$ cat config.mk
export PLATFORM = sky130hd
export DESIGN_NAME = out_bits_packer_flat
export DESIGN_NICKNAME = d
export VERILOG_FILES = /design/src/rtl/out_bits_packer_if.sv /design/src/rtl/out_bits_packer.sv /design/src/flat_wrapper.sv
export SDC_FILE = /design/constraint.sdc
export NUM_CORES = 1
export LEC_CHECK = 0
export CAP_MARGIN = 10
export CORE_MARGIN = 2
export CORE_UTILIZATION = 40
export CTS_CLUSTER_SIZE = 8
export DETAILED_ROUTE_END_ITERATION = 12
export PLACE_DENSITY_LB_ADDON = 0.15
export SLEW_MARGIN = 10
export SYNTH_ARGS = -nofsm -noshare
export SYNTH_HDL_FRONTEND = slang
export SYNTH_SLANG_ARGS = --single-unit
export TNS_END_PERCENT = 20
$ cat constraint.sdc
create_clock -name clk -period 2.8 [get_ports clk]
set_input_delay 0.7 -clock clk [delete_from_list [all_inputs] [get_ports clk]]
set_output_delay 0.7 -clock clk [all_outputs]
set_load 0.02 [all_outputs]
$ cat src/rtl/out_bits_packer_if.sv
// Stream bundle between the encoder's out_bits stage, the packer and the output FIFO/DMA.
// total_bits exists only when PACKER_STATS_EN is defined.
interface out_bits_packer_if #(
  parameter int IN_WIDTH  = 16,
  parameter int OUT_WIDTH = 32,
  parameter int CNT_WIDTH = 5
);
  logic                         in_valid;
  logic                         in_ready;
  logic [IN_WIDTH-1:0]          in_bits;
  logic [CNT_WIDTH-1:0]         in_count;
  logic                         flush_req;
  logic                         out_valid;
  logic                         out_ready;
  logic [OUT_WIDTH-1:0]         out_word;
  logic [$clog2(OUT_WIDTH):0]   out_bits_valid;
  logic                         out_last;
  logic                         flush_done;
`ifdef PACKER_STATS_EN
  logic [31:0]                  total_bits;
`endif

  // master: upstream encoder plus downstream sink; slave: the packer itself
  modport master (
    output in_valid, in_bits, in_count, flush_req, out_ready,
    input  in_ready, out_valid, out_word, out_bits_valid, out_last, flush_done
`ifdef PACKER_STATS_EN
    , input total_bits
`endif
  );

  modport slave (
    input  in_valid, in_bits, in_count, flush_req, out_ready,
    output in_ready, out_valid, out_word, out_bits_valid, out_last, flush_done
`ifdef PACKER_STATS_EN
    , output total_bits
`endif
  );
endinterface

$ cat src/rtl/out_bits_packer.sv
// Packs variable-length MSB-aligned bit groups into fixed-width words; flush closes the stream.
// Optional PACKER_STATS_EN adds a saturating total_bits counter.
module out_bits_packer #(
  parameter int IN_WIDTH  = 16,
  parameter int OUT_WIDTH = 32,
  parameter int CNT_WIDTH = 5
) (
  input  logic             clk,
  input  logic             rst,
  out_bits_packer_if.slave bus
);
  localparam int BW  = OUT_WIDTH + IN_WIDTH;
  localparam int FW  = $clog2(BW + 1);
  localparam int OBW = $clog2(OUT_WIDTH) + 1;

  typedef enum logic [1:0] {RUN, DRAIN, LAST} state_e;

  state_e              state_q;
  logic [BW-1:0]       buf_q, buf_d, buf_s;
  logic [FW-1:0]       fill_q, fill_d, fill_s;
  logic                flush_done_q;
  logic                acc, emit;
  logic [FW-1:0]       cnt;
  logic [IN_WIDTH-1:0] grp;

  assign bus.in_ready       = (state_q == RUN) && (fill_q <= FW'(OUT_WIDTH));
  assign bus.out_valid      = (state_q == LAST) || (fill_q >= FW'(OUT_WIDTH));
  assign bus.out_last       = (state_q == LAST);
  assign bus.out_word       = buf_q[BW-1 -: OUT_WIDTH];
  assign bus.out_bits_valid = !bus.out_valid   ? '0 :
                              (state_q == LAST) ? OBW'(fill_q) : OBW'(OUT_WIDTH);
  assign bus.flush_done     = flush_done_q;

  assign acc  = bus.in_valid && bus.in_ready;
  assign emit = bus.out_valid && bus.out_ready;
  assign cnt  = (bus.in_count > CNT_WIDTH'(IN_WIDTH)) ? FW'(IN_WIDTH) : FW'(bus.in_count);
  assign grp  = bus.in_bits & ~({IN_WIDTH{1'b1}} >> cnt);

  // Shift out the emitted word first so a same-cycle insert lands at fill-OUT_WIDTH.
  always_comb begin
    buf_s  = buf_q;
    fill_s = fill_q;
    if (emit) begin
      if (state_q == LAST) begin
        buf_s  = '0;
        fill_s = '0;
      end else begin
        buf_s  = buf_q << OUT_WIDTH;
        fill_s = fill_q - FW'(OUT_WIDTH);
      end
    end
    buf_d  = buf_s;
    fill_d = fill_s;
    if (acc) begin
      buf_d  = buf_s | ({grp, {OUT_WIDTH{1'b0}}} >> fill_s);
      fill_d = fill_s + cnt;
    end
  end

  always_ff @(posedge clk or posedge rst) begin
    if (rst) begin
      state_q      <= RUN;
      buf_q        <= '0;
      fill_q       <= '0;
      flush_done_q <= 1'b0;
    end else begin
      buf_q        <= buf_d;
      fill_q       <= fill_d;
      flush_done_q <= 1'b0;
      case (state_q)
        RUN:   if (bus.flush_req) state_q <= DRAIN;
        DRAIN: if (fill_q < FW'(OUT_WIDTH)) state_q <= LAST;
        LAST:  if (emit) begin
                 state_q      <= RUN;
                 flush_done_q <= 1'b1;
               end
        default: state_q <= RUN;
      endcase
    end
  end

`ifdef PACKER_STATS_EN
  logic [31:0] total_q, total_d;
  logic [31:0] total_base;
  logic [32:0] total_sum;

  always_comb begin
    total_base = flush_done_q ? 32'd0 : total_q;
    total_sum  = {1'b0, total_base} + (acc ? 33'(cnt) : 33'd0);
    total_d    = total_sum[32] ? 32'hFFFF_FFFF : total_sum[31:0];
  end

  always_ff @(posedge clk or posedge rst) begin
    if (rst) total_q <= '0;
    else     total_q <= total_d;
  end

  assign bus.total_bits = total_q;
`endif
endmodule

$ cat src/flat_wrapper.sv
// flat-port wrapper written by rule: the top's interface ports become plain ports
module out_bits_packer_flat 
#(
  parameter int IN_WIDTH  = 16,
  parameter int OUT_WIDTH = 32,
  parameter int CNT_WIDTH = 5
)
  (clk, rst, bus_in_valid, bus_in_bits, bus_in_count, bus_flush_req, bus_out_ready, bus_in_ready, bus_out_valid, bus_out_word, bus_out_bits_valid, bus_out_last, bus_flush_done);
  out_bits_packer_if #(.IN_WIDTH(IN_WIDTH), .OUT_WIDTH(OUT_WIDTH), .CNT_WIDTH(CNT_WIDTH)) bus_i ();
  input  logic clk;
  input  logic rst;
  input wire logic [$bits(bus_i.in_valid)-1:0] bus_in_valid;
  input wire logic [$bits(bus_i.in_bits)-1:0] bus_in_bits;
  input wire logic [$bits(bus_i.in_count)-1:0] bus_in_count;
  input wire logic [$bits(bus_i.flush_req)-1:0] bus_flush_req;
  input wire logic [$bits(bus_i.out_ready)-1:0] bus_out_ready;
  output wire logic [$bits(bus_i.in_ready)-1:0] bus_in_ready;
  output wire logic [$bits(bus_i.out_valid)-1:0] bus_out_valid;
  output wire logic [$bits(bus_i.out_word)-1:0] bus_out_word;
  output wire logic [$bits(bus_i.out_bits_valid)-1:0] bus_out_bits_valid;
  output wire logic [$bits(bus_i.out_last)-1:0] bus_out_last;
  output wire logic [$bits(bus_i.flush_done)-1:0] bus_flush_done;
  assign bus_i.in_valid = bus_in_valid;
  assign bus_i.in_bits = bus_in_bits;
  assign bus_i.in_count = bus_in_count;
  assign bus_i.flush_req = bus_flush_req;
  assign bus_i.out_ready = bus_out_ready;
  assign bus_in_ready = bus_i.in_ready;
  assign bus_out_valid = bus_i.out_valid;
  assign bus_out_word = bus_i.out_word;
  assign bus_out_bits_valid = bus_i.out_bits_valid;
  assign bus_out_last = bus_i.out_last;
  assign bus_flush_done = bus_i.flush_done;
  out_bits_packer #(.IN_WIDTH(IN_WIDTH), .OUT_WIDTH(OUT_WIDTH), .CNT_WIDTH(CNT_WIDTH)) u_core (.clk(clk), .rst(rst), .bus(bus_i));
endmodule
Fig. 1: run 1, cell density map
(3 px per um) 11 x 11 tiles, from black (low) to pale yellow (high), 0 to 100% covered.
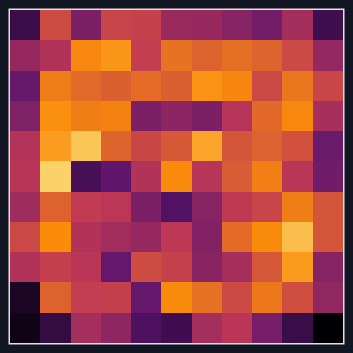
The mean over all tiles is 51%. 7.4% of the tiles are over 75% full. 0.80% of the tiles are nearly empty. The fullest tile reaches 90%.

Fig. 2: run 1, floorplan with the power grid
(3 px per um) Pins as bars on the die edge.
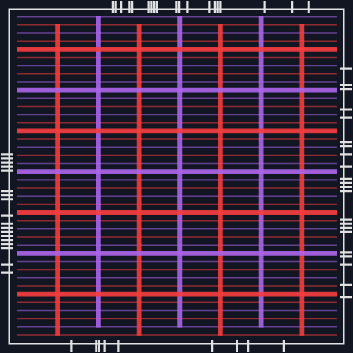
VDD: drawn in purple. VSS: drawn in red.
7 straps on met5. 7 straps on met4. 68 signal pins sit on the boundary. The core has 39 rows. 40 met1 rails follow the rows.
IR Drop Worst-Case VDD: 0.633 mV
area of the core: 0.0113 mm^2

Fig. 3: run 1, where the registers sit
(3 px per um) Other sequential cells in the stronger grey, the rest of the logic in the fainter grey.
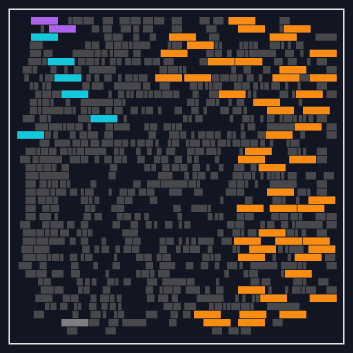
`u_core.state_q`: drawn in purple, flops 2. `u_core.fill_q`: drawn in cyan, flops 6, where top left. `u_core.buf_q`: drawn in orange, flops 48.
Another 1 sequential cells are not coloured.

==> tab_implementation.tex, run 1 <==
% Implementation results table
\begin{tabular}{lr}
\hline
Metric & Value \\
\hline
\multicolumn{2}{l}{\textbf{Status}} \\
Status & completed \\
\multicolumn{2}{l}{\textbf{Detailed routing}} \\
Highest metal layer with signal wires & met4 \\
Number of nets still failing antenna checks after routing & 0 \\
DR WL met3 & $\sim$1000 um \\
Total number of vias & around 5,000 \\
Residual DRC count & 0 \\
Met1 WL & between 7000 and 8000 um \\
Sum of met2 wire segment lengths after detailed routing & $\sim$8000 um \\
Via density per instance & a little under 6 \\
Violation count after the first detailed-routing iteration & between 400 and 500 \\
DR WL/cell & around 21 um \\
Drt first pass iters & 5 \\
Final Routed Wirelength & between 15,000 and 20,000 um \\
\multicolumn{2}{l}{\textbf{Setup path}} \\
R2R depth & 8 \\
Critical Path AT & approximately 3.0 ns \\
Termination of the worst setup path & u\_core.buf\_q[15] \\
CP Launch Type & primary input \\
Kind of critical path & primary input to register \\
Worst R2R End & u\_core.buf\_q[18] \\
CP Data Required Time & approximately 3.1 ns \\
Worst-path maximum fanout & 5 \\
Origin of the critical flop-to-flop path & u\_core.fill\_q[0] \\
Source of the critical timing path & bus\_out\_ready \\
Reg-to-reg slack, setup & 0.37 ns \\
Worst Setup End Kind & register \\
\multicolumn{2}{l}{\textbf{Power and ir drop}} \\
Power consumed by the clock network & around 1200 uW \\
P\_sw & about 3200 uW \\
Share of total power consumed by net switching & roughly 45\% \\
Internal & $\sim$4000 uW \\
Biggest consumer & combinational cells \\
Share of power burned in combinational logic & between 60\% and 70\% \\
Fraction of power consumed by sequential logic & a little under a fifth \\
Post-layout power & between 7000 and 8000 uW \\
Total power divided by cell area & around 1100 mW/mm\^{}2 \\
Power dissipated in sequential cells & 1370 uW \\
Power share of the clock group & around 17\% \\
Leak Pwr & approximately 0.0028 uW \\
Power attributed to combinational cells & approximately 4700 uW \\
\multicolumn{2}{l}{\textbf{Floorplan}} \\
Number of placement rows & 39 \\
Overall die width & 111 um \\
Taps Inserted & $\sim$140 \\
Init Core Util & between 40\% and 50\% \\
Die height & $\sim$110 um \\
Number of I/O pins & 68 \\
Chip footprint & 0.0123 mm\^{}2 \\
\multicolumn{2}{l}{\textbf{Cells and area}} \\
Max reg flops & roughly 48 \\
Combined flip-flop and latch cell area & about 0.0014 mm\^{}2 \\
Flip-flop and latch count & about 57 \\
Non-clock inverter instance count of the final layout & 21 \\
Post-route cell area & about 0.0064 mm\^{}2 \\
ANT cells & 0 \\
Most numerous logic cell after layout & buf\_4 \\
Highest-count cells in the layout ignoring fill and taps & buf\_4 (121), nand2\_1 (88), clkdlybuf4s50\_1 (61), dfrtp\_1 (57), nor2\_1 (33) \\
Clock distribution area overhead in the final layout & roughly 5\% \\
Number of nets in the final layout & a little over 700 \\
Leading registers by flop count & u\_core.buf\_q: 48 flops, u\_core.fill\_q: 6 flops, u\_core.state\_q: 2 flops \\
Layout-stage area growth over the synthesis result & 40.1\% \\
Final standard cell utilization of the core & about 57\% \\
Top cell class by occupied area & logic gates \\
Count of plain and timing-repair buffers in the layout & about 200 \\
Combinational gates & 408 \\
Fraction of layout instances using a drive strength above 1 & between 20\% and 30\% \\
Non-filler instance count after layout & 839 \\
Proportion of cell area occupied by registers & $\sim$22\% \\
Largest register by flop count & u\_core.buf\_q \\
Area share of buffers outside the clock network & around a quarter \\
Filler cell count in the final layout & 1,074 \\
Combined area of the multi-input logic cells & about 0.0027 mm\^{}2 \\
Clock buffer count & 11 \\
Multi-input combinational area share & a little over two fifths \\
\multicolumn{2}{l}{\textbf{Synth}} \\
Synthesized netlist cell count & between 500 and 600 \\
Most frequent cell after synthesis & nand2\_1 \\
Top flip-flop cell by instance count after synthesis & dfrtp\_1 \\
Leading area contributor after synthesis & dfrtp\_1 \\
Top cells by area & dfrtp\_1 (31\%), nand2\_1 (7.2\%), buf\_4 (5.7\%), o221ai\_1 (4.8\%), a21oi\_1 (2.8\%) \\
Combined area of all synthesized cells & 0.00458 mm\^{}2 \\
Number of distinct library cell variants in the gate-level netlist after synthesis & just under 70 \\
Number of enable-type register cells in the synthesized netlist & 0 \\
Top cell types by occurrence after synthesis & nand2\_1 (88), dfrtp\_1 (57), buf\_4 (35), nor2\_1 (34), a21oi\_1 (26) \\
Portion of synthesized cell area occupied by the leading cell type & a little under a third \\
Chip area in the Yosys report & 0.00458 mm\^{}2 \\
Post-Syn Area per Cell & approximately 8.2 um\^{}2 \\
Total cells reported by yosys after synthesis & 560 \\
Yosys synthesis warning count & 0 \\
Nets at Floorplan & just under 600 \\
Register bit total from synthesis & 57 \\
Sequential element share of the synthesized area & 31.1\% \\
Proportion of register bits with asynchronous set or reset after synthesis & 100\% \\
\multicolumn{2}{l}{\textbf{Clock network}} \\
Num CTS Buffers & 9 \\
Buffer depth of the longest clock path & 2 \\
Hold\_buf cts & 0 \\
Number of buffers inserted to repair setup after CTS & 0 \\
Gates resized, CTS repair & 7 \\
H-tree depth reported by CTS & 3 \\
Clk ins delay skew pair & 0.34 ns \\
Clock transition at the registers of the reported paths & 0.05 ns \\
TritonCTS Sinks & roughly 57 \\
CTS tree & built \\
Buffer type at the clock tree root & clkbuf\_16 \\
\multicolumn{2}{l}{\textbf{Place}} \\
Final HPWL from detailed placement & approximately 13,000 um \\
Final RePlAce weighted congestion & about 1 \\
Cell area after placement & approximately 0.0059 mm\^{}2 \\
Number of placed instances, taps included & about 800 \\
Post-Place Worst Slack & -0.450 ns \\
I/O Buffers & around 67 \\
\multicolumn{2}{l}{\textbf{Final timing}} \\
Final Skew & 0.00832 ns \\
Total negative setup slack & 0 ns \\
Slew Viols, Final & 0 \\
Max-slew headroom & 43.2\% \\
Min Tclk post-route & roughly 2.8 ns \\
Hold Worst Slack & 0.476 ns \\
Setup ws final & $\sim$0.036 ns \\
Number of hold violations in the final report & 0 \\
Period utilisation layout & $\sim$99\% \\
Least-Margin Pin Slew & between 0.8 and 0.9 ns \\
Timing-limited maximum frequency & 0.362 GHz \\
Endpoints failing setup & 0 \\
Unrepaired setup endpoints after global routing & true \\
\multicolumn{2}{l}{\textbf{Global routing}} \\
Vias in the first global route & 4,762 \\
Largest net degree at the start of global routing & 37 \\
M3 GR Usage & a little over 5\% \\
Number of antenna violations at the first check in global routing & 0 \\
Total GRT Usage & 27.6\% \\
Overall overflow remaining after global route & 0 \\
Wire length of the first global-routing pass & roughly 27,000 um \\
Met2 usage & 44.9\% \\
GR met1 Demand/Resource & 36.5\% \\
Routing layer with the top usage in global route & met2 \\
\multicolumn{2}{l}{\textbf{Worst hold path}} \\
Worst min-delay path startpoint & u\_core.buf\_q[5] \\
Class of the most critical hold timing path & register to register \\
Hold Crit Depth & 2 \\
Worst hold path endpoint & u\_core.buf\_q[5] \\
\multicolumn{2}{l}{\textbf{Run}} \\
Number of warnings the tools reported & 28 \\
Number of max-cap violations & 0 \\
\hline
\end{tabular}
run 1: critical path, cell delays in order:
cell and delay, ns:
clkdlybuf4s50_1 0.54, nand3b_4 0.12, buf_4 0.16, a221oi_2 0.33, nor3_1 0.13, o41ai_1 0.40
buf_4 0.18, o31ai_1 0.09, buf_4 0.15, o221ai_1 0.18
run 1: kinds of logic (layout without fill, tap and decap cells):
family	count (synthesis)	after routing	share of synthesized area (%)
buf+inv	95	231	11.5
simple gates	199	199	20.8
fa+ha+maj	5	5	1.53
flops	57	57	31.1
xor+xnor	4	4	0.765
mux	17	17	4.42
compound gates	183	183	29.8
==> run 2, diff against run 1 <==
PLACE_DENSITY_LB_ADDON = not set   (was 0.15)
Fig. 4: run 2, cell density map
(3 px per um) 11 x 11 tiles, from black (low) to pale yellow (high), 0 to 100% covered.
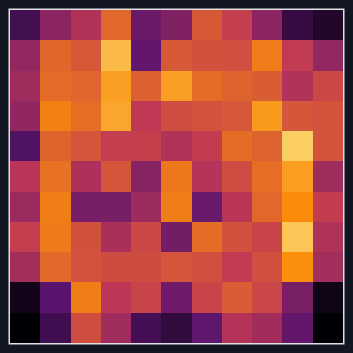
The mean over all tiles is 51%. The densest ninth of the die: right middle. The fullest tile reaches 89%. 1.7% of the tiles are nearly empty. 7.4% of the tiles are over 75% full.

Fig. 5: run 2, clock nets
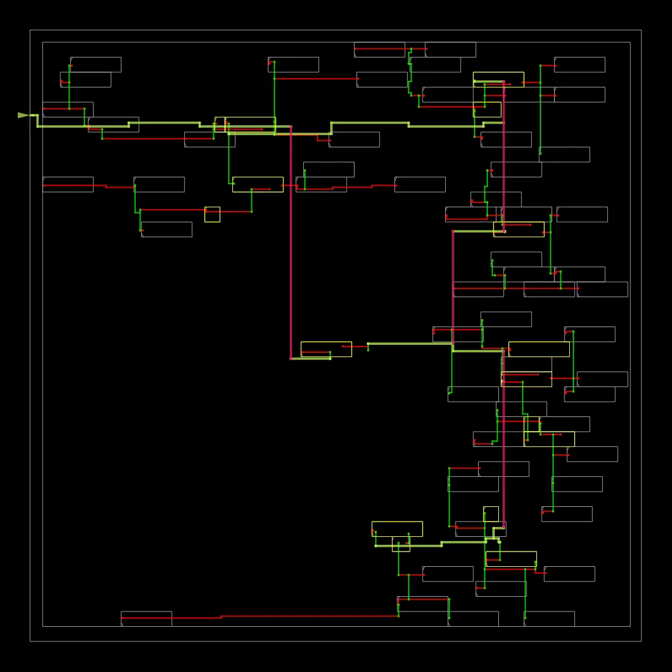
Final Skew: 0.00632 ns
TritonCTS Sinks: 57
clock buffer count: 10
clk ins delay skew pair: 0.34 ns

Fig. 6: run 2, M2 wires
(3 px per um)
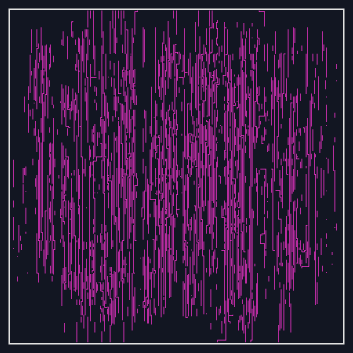
The wires run mostly vertical. The layer carries 8,200 um of wire.
met2 usage: 46.9%
Final Routed Wirelength: 17,300 um

==> run 2 against run 1 <==
Effect of this change: die size stayed put; synthesized cell count did not move; clock power decreased by 7%; sequential share of layout area shrank 0.099 points; clock skew shrank 0.0020 ns; area after synthesis is the same; critical path type unchanged.
==> tab_implementation.tex, run 2 <==
% Implementation results table
\begin{tabular}{lr}
\hline
Metric & Value \\
\hline
\multicolumn{2}{l}{\textbf{Cells and area}} \\
ANT cells & 0 \\
Flip-flop and latch count & between 50 and 60 \\
Max reg flops & about 48 \\
Combined flip-flop and latch cell area & roughly 0.0014 mm\^{}2 \\
Final standard cell utilization of the core & $\sim$57\% \\
Leading registers by flop count & u\_core.buf\_q: 48 flops, u\_core.fill\_q: 6 flops, u\_core.state\_q: 2 flops \\
Largest register by flop count & u\_core.buf\_q \\
Multi-input combinational area share & 42.8\% \\
Highest-count cells in the layout ignoring fill and taps & buf\_4 (115), nand2\_1 (88), clkdlybuf4s50\_1 (61), dfrtp\_1 (57), nor2\_1 (32) \\
Top cell class by occupied area & logic gates \\
Fraction of layout instances using a drive strength above 1 & 27.3\% \\
Non-filler instance count after layout & 836 \\
Combinational gates & between 400 and 500 \\
Clock distribution area overhead in the final layout & $\sim$4.7\% \\
Combined area of the multi-input logic cells & approximately 0.0028 mm\^{}2 \\
Proportion of cell area occupied by registers & between 20\% and 30\% \\
Filler cell count in the final layout & between 1,000 and 1,500 \\
Count of plain and timing-repair buffers in the layout & approximately 190 \\
\multicolumn{2}{l}{\textbf{Power and ir drop}} \\
P\_sw & approximately 3300 uW \\
Biggest consumer & combinational cells \\
Leak Pwr & 0.00280 uW \\
Power consumed by the clock network & between 1000 and 1500 uW \\
Share of total power consumed by net switching & between 40\% and 50\% \\
Post-layout power & 7250 uW \\
Power attributed to combinational cells & approximately 4700 uW \\
\multicolumn{2}{l}{\textbf{Synth}} \\
Mux cell area share & between 4 and 5\% \\
Top cell types by occurrence after synthesis & nand2\_1 (88), dfrtp\_1 (57), buf\_4 (35), nor2\_1 (34), a21oi\_1 (26) \\
Number of distinct library cell variants in the gate-level netlist after synthesis & around 69 \\
Top flip-flop cell by instance count after synthesis & dfrtp\_1 \\
Number of enable-type register cells in the synthesized netlist & 0 \\
Proportion of register bits with asynchronous set or reset after synthesis & 100\% \\
FA/HA/MAJ Cells, Area Fraction & 1.53\% \\
Synthesized netlist cell count & 560 \\
Leading area contributor after synthesis & dfrtp\_1 \\
Combined area of all synthesized cells & between 0.004 and 0.005 mm\^{}2 \\
Yosys synthesis warning count & 0 \\
Most frequent cell after synthesis & nand2\_1 \\
Nets at Floorplan & between 500 and 600 \\
Main logic family after synthesis & AND-OR/OR-AND gates \\
Sequential element share of the synthesized area & 31.1\% \\
\multicolumn{2}{l}{\textbf{Floorplan}} \\
Chip footprint & between 0.01 and 0.015 mm\^{}2 \\
Overall die width & roughly 110 um \\
Number of placement rows & 39 \\
Number of I/O pins & between 60 and 70 \\
\multicolumn{2}{l}{\textbf{Setup path}} \\
R2R depth & 11 \\
Worst-path maximum fanout & 7 \\
Reg-to-reg slack, setup & 0.37 ns \\
Critical Path AT & 2.95 ns \\
Source of the critical timing path & bus\_out\_ready \\
CP Data Required Time & approximately 3.0 ns \\
Kind of critical path & primary input to register \\
Termination of the worst setup path & u\_core.fill\_q[4] \\
\multicolumn{2}{l}{\textbf{Status}} \\
Status & completed \\
\multicolumn{2}{l}{\textbf{Place}} \\
Number of placed instances, taps included & slightly above 800 \\
Final RePlAce weighted congestion & 0.960 \\
Post-Place Worst Slack & -0.490 ns \\
Cell area after placement & between 0.005 and 0.006 mm\^{}2 \\
\multicolumn{2}{l}{\textbf{Detailed routing}} \\
Via density per instance & between 5 and 6 \\
DR WL/cell & between 20 and 25 um \\
Number of nets still failing antenna checks after routing & 0 \\
\multicolumn{2}{l}{\textbf{Final timing}} \\
Total negative setup slack & 0 ns \\
Setup ws final & a little under 0.08 ns \\
Hold Worst Slack & 0.477 ns \\
Period utilisation layout & between 90\% and 100\% \\
Number of hold violations in the final report & 0 \\
Unrepaired setup endpoints after global routing & true \\
Least-Margin Pin Slew & 0.868 ns \\
Endpoints failing setup & 0 \\
\multicolumn{2}{l}{\textbf{Global routing}} \\
Vias in the first global route & about 5,000 \\
Largest net degree at the start of global routing & 36 \\
Overall overflow remaining after global route & 0 \\
Total GRT Usage & between 20\% and 30\% \\
Number of antenna violations at the first check in global routing & 0 \\
\multicolumn{2}{l}{\textbf{Clock network}} \\
Num CTS Buffers & 9 \\
Hold\_buf cts & 0 \\
Buffer type at the clock tree root & clkbuf\_16 \\
Clock transition at the registers of the reported paths & roughly 0.060 ns \\
CTS tree & built \\
\multicolumn{2}{l}{\textbf{Run}} \\
Number of max-cap violations & 0 \\
\multicolumn{2}{l}{\textbf{Worst hold path}} \\
Worst min-delay path startpoint & u\_core.buf\_q[5] \\
Class of the most critical hold timing path & register to register \\
Worst hold path endpoint & u\_core.buf\_q[5] \\
\hline
\end{tabular}
==> run 2: cell counts after synthesis <==
Identical to the previous run, type by type.
==> run 2: metal layers <==
layer | global-route usage [%] | wire length, um | part of all wire, %
met2 | 46.9 | 8200 | 47
met1 | 36.1 | 7420 | 43
met5 | 0 | 0 | 0
met4 | 12.1 | 715 | 4.1
met3 | 5.41 | 944 | 5.5
==> run 2: worst max-delay path: stages <==
cell	delay (ns)
clkdlybuf4s50_1	0.47
nand3b_4	0.16
nand2_2	0.10
inv_2	0.11
ha_1	0.18
inv_1	0.07
fa_1	0.44
nor2_1	0.17
a21o_1	0.10
a21oi_1	0.08
xnor2_1	0.12
mux2_2	0.25
Power figures rest on the tool's default switching activity, not on a simulated workload.
